<file path="src/rtl/scan_ctrl_pkg.sv">
// ============================================================================
// Module      : scan_ctrl_pkg
// Description : Shared state encoding and MISR constants for the scan controller
// Revision    : 1.0
// ============================================================================
`default_nettype none

package scan_ctrl_pkg;

  typedef enum logic [2:0] {
    S_IDLE    = 3'd0,
    S_SHIFT   = 3'd1,
    S_CAPTURE = 3'd2,
    S_FLUSH   = 3'd3,
    S_DONE    = 3'd4
  } state_t;

  localparam int                  C_MISR_W    = 16;
  localparam logic [C_MISR_W-1:0] C_MISR_POLY = 16'h1021;

  // One signature update: shift left, fold in the polynomial on carry-out, xor the new bit.
  function automatic logic [C_MISR_W-1:0] misr_step(input logic [C_MISR_W-1:0] sig,
                                                    input logic                 din);
    return (sig << 1) ^ (sig[C_MISR_W-1] ? C_MISR_POLY : '0) ^ {{(C_MISR_W-1){1'b0}}, din};
  endfunction

endpackage

`default_nettype wire

</file>
<file path="src/rtl/scan_misr.sv">
// ============================================================================
// Module      : scan_misr
// Description : 16-bit response-compaction register; exists only when the
//               SCAN_MISR_EN macro is defined.
// Revision    : 1.0
// ============================================================================
`default_nettype none

`ifdef SCAN_MISR_EN
module scan_misr
  import scan_ctrl_pkg::*;
(
  input  logic                clk,
  input  logic                reset_n,
  input  logic                i_clear,
  input  logic                i_en,
  input  logic                i_din,
  output logic [C_MISR_W-1:0] o_sig
);

  logic [C_MISR_W-1:0] r_sig;

  always_ff @(posedge clk or negedge reset_n) begin
    if (!reset_n) begin
      r_sig <= '0;
    end else if (i_clear) begin
      r_sig <= '0;
    end else if (i_en) begin
      r_sig <= misr_step(r_sig, i_din);
    end
  end

  assign o_sig = r_sig;

endmodule
`endif

`default_nettype wire

</file>
<file path="src/rtl/scan_seq_ctrl.sv">
// ============================================================================
// Module      : scan_seq_ctrl
// Description : Scan test sequencer: shift / capture / flush of one scan chain.
//               Optional response signature enabled by macro SCAN_MISR_EN.
// Revision    : 1.0
// ============================================================================
`default_nettype none

module scan_seq_ctrl
  import scan_ctrl_pkg::*;
#(
  parameter int CHAIN_LEN = 4,
  parameter int NPAT_W    = 8
) (
  input  logic              clk,
  input  logic              reset_n,
  input  logic              start,
  input  logic [NPAT_W-1:0] num_pat,
  input  logic              si_data,
  input  logic              si_valid,
  output logic              si_ready,
  input  logic              scan_out,
  output logic              scan_en,
  output logic              scan_in,
  output logic              func_en,
  output logic              so_data,
  output logic              so_valid,
  output logic              busy,
  output logic              done,
  output logic [NPAT_W-1:0] pat_cnt
`ifdef SCAN_MISR_EN
  ,
  output logic [C_MISR_W-1:0] signature
`endif
);

  localparam int               C_BIT_W = $clog2(CHAIN_LEN + 1);
  localparam logic [C_BIT_W-1:0] C_LAST = C_BIT_W'(CHAIN_LEN - 1);

  state_t              r_state;
  state_t              w_state_nxt;
  logic [C_BIT_W-1:0]  r_bit;
  logic [C_BIT_W-1:0]  w_bit_nxt;
  logic [NPAT_W-1:0]   r_pat;
  logic [NPAT_W-1:0]   w_pat_nxt;
  logic [NPAT_W-1:0]   r_npat;
  logic [NPAT_W-1:0]   w_npat_nxt;
  logic [NPAT_W-1:0]   w_pat_inc;

  assign w_pat_inc = r_pat + NPAT_W'(1);

  always_ff @(posedge clk or negedge reset_n) begin
    if (!reset_n) begin
      r_state <= S_IDLE;
      r_bit   <= '0;
      r_pat   <= '0;
      r_npat  <= '0;
    end else begin
      r_state <= w_state_nxt;
      r_bit   <= w_bit_nxt;
      r_pat   <= w_pat_nxt;
      r_npat  <= w_npat_nxt;
    end
  end

  always_comb begin
    w_state_nxt = r_state;
    w_bit_nxt   = r_bit;
    w_pat_nxt   = r_pat;
    w_npat_nxt  = r_npat;
    si_ready    = 1'b0;
    scan_en     = 1'b0;
    scan_in     = 1'b0;
    func_en     = 1'b0;
    so_valid    = 1'b0;
    done        = 1'b0;

    unique case (r_state)
      S_IDLE: begin
        if (start) begin
          w_npat_nxt  = num_pat;
          w_pat_nxt   = '0;
          w_bit_nxt   = '0;
          w_state_nxt = (num_pat == '0) ? S_DONE : S_SHIFT;
        end
      end

      S_SHIFT: begin
        si_ready = 1'b1;
        // Without valid data the chain simply holds; nothing advances.
        if (si_valid) begin
          scan_en  = 1'b1;
          scan_in  = si_data;
          so_valid = (r_pat != '0);
          if (r_bit == C_LAST) begin
            w_bit_nxt   = '0;
            w_state_nxt = S_CAPTURE;
          end else begin
            w_bit_nxt = r_bit + C_BIT_W'(1);
          end
        end
      end

      S_CAPTURE: begin
        func_en     = 1'b1;
        w_pat_nxt   = w_pat_inc;
        w_state_nxt = (w_pat_inc == r_npat) ? S_FLUSH : S_SHIFT;
      end

      S_FLUSH: begin
        // Unload the last response with zeros shifted in behind it.
        scan_en  = 1'b1;
        so_valid = 1'b1;
        if (r_bit == C_LAST) begin
          w_bit_nxt   = '0;
          w_state_nxt = S_DONE;
        end else begin
          w_bit_nxt = r_bit + C_BIT_W'(1);
        end
      end

      S_DONE: begin
        done        = 1'b1;
        w_state_nxt = S_IDLE;
      end

      default: begin
        w_state_nxt = S_IDLE;
      end
    endcase
  end

  assign busy    = (r_state != S_IDLE);
  assign so_data = so_valid & scan_out;
  assign pat_cnt = r_pat;

`ifdef SCAN_MISR_EN
  logic w_misr_clr;

  assign w_misr_clr = (r_state == S_IDLE) && start;

  scan_misr u_misr (
    .clk     (clk),
    .reset_n (reset_n),
    .i_clear (w_misr_clr),
    .i_en    (so_valid),
    .i_din   (so_data),
    .o_sig   (signature)
  );
`endif

endmodule

`default_nettype wire

</file>
<file path="config.mk">
export PLATFORM = sky130hd
export DESIGN_NAME = scan_seq_ctrl
export DESIGN_NICKNAME = d
export VERILOG_FILES = /design/src/rtl/scan_ctrl_pkg.sv /design/src/rtl/scan_misr.sv /design/src/rtl/scan_seq_ctrl.sv
export SDC_FILE = /design/constraint.sdc
export NUM_CORES = 1
export LEC_CHECK = 0
export CELL_PAD_IN_SITES_DETAIL_PLACEMENT = 1
export CELL_PAD_IN_SITES_GLOBAL_PLACEMENT = 1
export CORE_ASPECT_RATIO = 0.75
export CORE_UTILIZATION = 41
export DETAILED_ROUTE_END_ITERATION = 10
export PLACE_DENSITY = 0.84
export SLEW_MARGIN = 5
export SYNTH_ARGS = -nofsm -noshare
export SYNTH_HDL_FRONTEND = slang
export SYNTH_SLANG_ARGS = --single-unit
</file>
<file path="constraint.sdc">
create_clock -name clk -period 5 [get_ports clk]
set_input_delay 1 -clock clk [delete_from_list [all_inputs] [get_ports clk]]
set_output_delay 1 -clock clk [all_outputs]
set_load 0.05 [all_outputs]
</file>
Figure 1. Port wiring.
The bar under the picture is 20 um long.
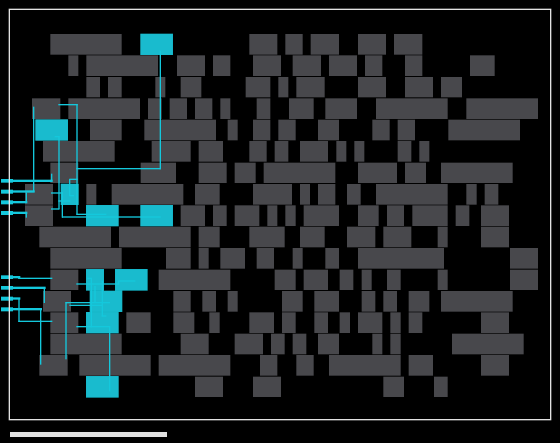
| colour | port | direction | edge | end cells | buffers | wire |
|---|---|---|---|---|---|---|
| cyan | num_pat | input | west | 10 | 8 | 181 um |
io pins: 30
IO Port Bufs: 29

Figure 2. Clock routing.
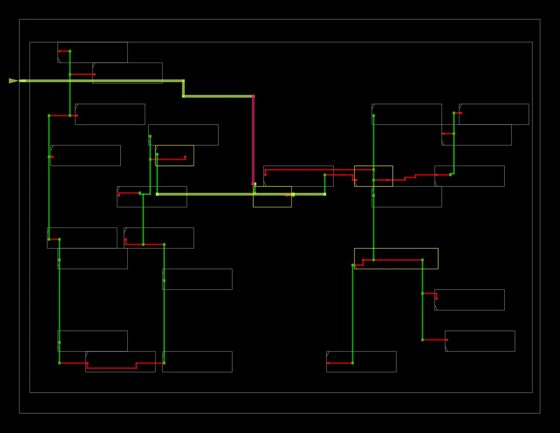
worst clock skew: 2.804 ps
clock sinks: 22

Figure 3. Wire density map.
14 x 10 tiles, from dark blue (low) to red (high), scaled to the fullest tile. Values are wire area over tile area, all layers added.
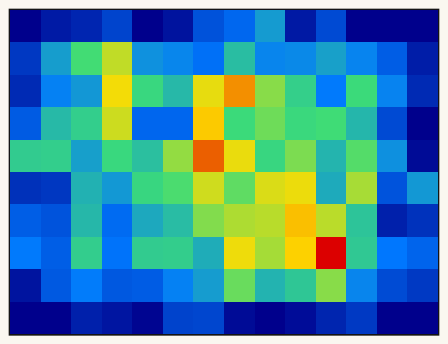
mean over tiles: 0.16
tiles over half the peak: 23%
densest ninth of the die: centre
via count: 1164
routed wire length: 3576 um
Wirelength per Cell: 17.44 um
gr usage total: 23.34%

==> ci_impl_report.md <==
## Synthesis and layout report

| Metric | Value |
|---|---|
| EDFF count, synth | 0 |
| Highest routed layer | met4 |
| CTS tree | done |
| # Cells Yosys | 142 |
| Core ar. | 3063 um2 |
| Antenna violations before repair | 0 |
| P_int | 556.4 uW |
| Most frequent cells after synthesis | 22 x dfrtp_1, 10 x nor2_1, 9 x nand2_1 |
| Minimum clock period | 3673 ps |
| Mapped Avg Cell Area | 9.613 um2 |
| GRT met2 Usage | 36.44% |
| Switch share | 45.18% |
| WL met1 | 1740 um |
| WP data required | 4000 ps |
| Post-CTS Setup Bufs | 0 |
| Simple-Gate Area Share | 22.91% |
| Post-route ant nets | 0 |
| Mux area share | 8.158% |
| Pwr dens | 590.4 nW/um2 |
| DRT iter0 DRCs | 88 |
| Synthesized Nets | 159 |
| Gpl congestion | 0.8282 |
| Number of global-route vias before repair | 1215 |
| Status | finished clean |
| Layout cells sized above 1 | 8.982% |
| Cell Chain, Critical Path | clkdlybuf4s50_1 > a21oi_1 > nor2_1 > and2_1 > clkdlybuf4s50_1 |
| Commonest Layout Cell | clkdlybuf4s50_1 |
| Num CTS Buffers | 3 |
| Async set or reset register ratio after synthesis | 100.0% |
| Hold depth | 1 |
| DRC Markers | 0 |
| R2R depth | 5 |
| Detailed placement HPWL | 2711 um |
| Ant diodes | 0 |
| Largest net degree at the start of global routing | 23 |
| Dpl cell area | 1648 um2 |
| CP most frequent cell | clkdlybuf4s50_1 |
| Yosys warnings | 0 |
| Fin. max-slew vios | 0 |
| Metal3 WL | 149 um |
| Pleak | 0.0006758 uW |
| Hold WC Path Type | register to register |
| Num rows | 17 |
| Critical path fanouts, max | 4 |
| Met3 GRT Util | 5.702% |
| Final Cycle Share | 73.46% |
| Comb pwr share | 50.0% |
| Chip width | 68.63 um |
| Slew @ Worst Pin | 1004 ps |
| CP max stage delay | 790 ps |
| CP Capture Type | output port |
| Tool Warnings | 27 |
| Grt ovf | 0 |
| Yosys cell types | 47 |
| Adder Share, Synth | 2.750% |
| Post-CTS Resized | 0 |
| Die Size | 3566 um2 |
| RSZ-0062 raised after global routing | false |
| Worst Hold Launch | r_npat[2] |
| Clock power frac | 16.4% |
Figure 4. Where the registers sit.
The bar under the picture is 20 um long. Other sequential cells in the stronger grey, the rest of the logic in the fainter grey.
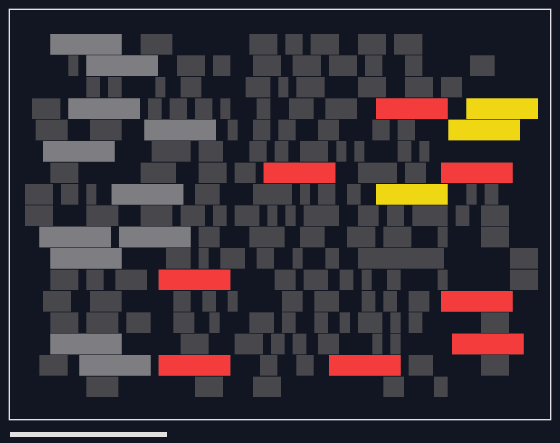
| colour | name in the netlist | sequential cells |
|---|---|---|
| yellow | r_state | 3 |
| red | pat_cnt | 8 |
flop share of the area: 32.02%
register area: 550.5 um2
sequential power: 341 uW

Figure 5. Routed metal, one colour a layer.
Two of the layers only.
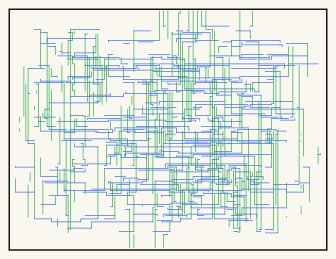
| colour | layer | wire length |
|---|---|---|
| blue | metal 1 | 1740 um |
| green | metal 2 | 1660 um |

==> stage by stage <==
stage                     cells  total power [uW]  setup WS (ps)
final                       205              1015           1327
after global routing        205              1085           1259
after CTS                   205              1021           1318
after detailed placement    201             849.3           1319
after global placement      201             819.2           1399
after floorplan             142             691.8           1656
==> layout make-up <==
cell class,instances,share of cell area [%]
tap,38,2.766
sequential,22,32.02
clock buffer,3,2.402
inverter,5,1.092
clock inverter,1,1.747
multi-input combinational,107,43.09
timing repair buffer,29,16.88
==> power by group through the flow <==
stage | registers, uW | clock network, uW | logic [uW]
after global placement | 333 | 0 | 486
final | 341 | 166 | 508
after detailed placement | 342 | 0 | 507
after CTS | 339 | 171 | 511
after floorplan | 354 | 0 | 337
after global routing | 353 | 180 | 552
Power is estimated from default activity; no workload was simulated.
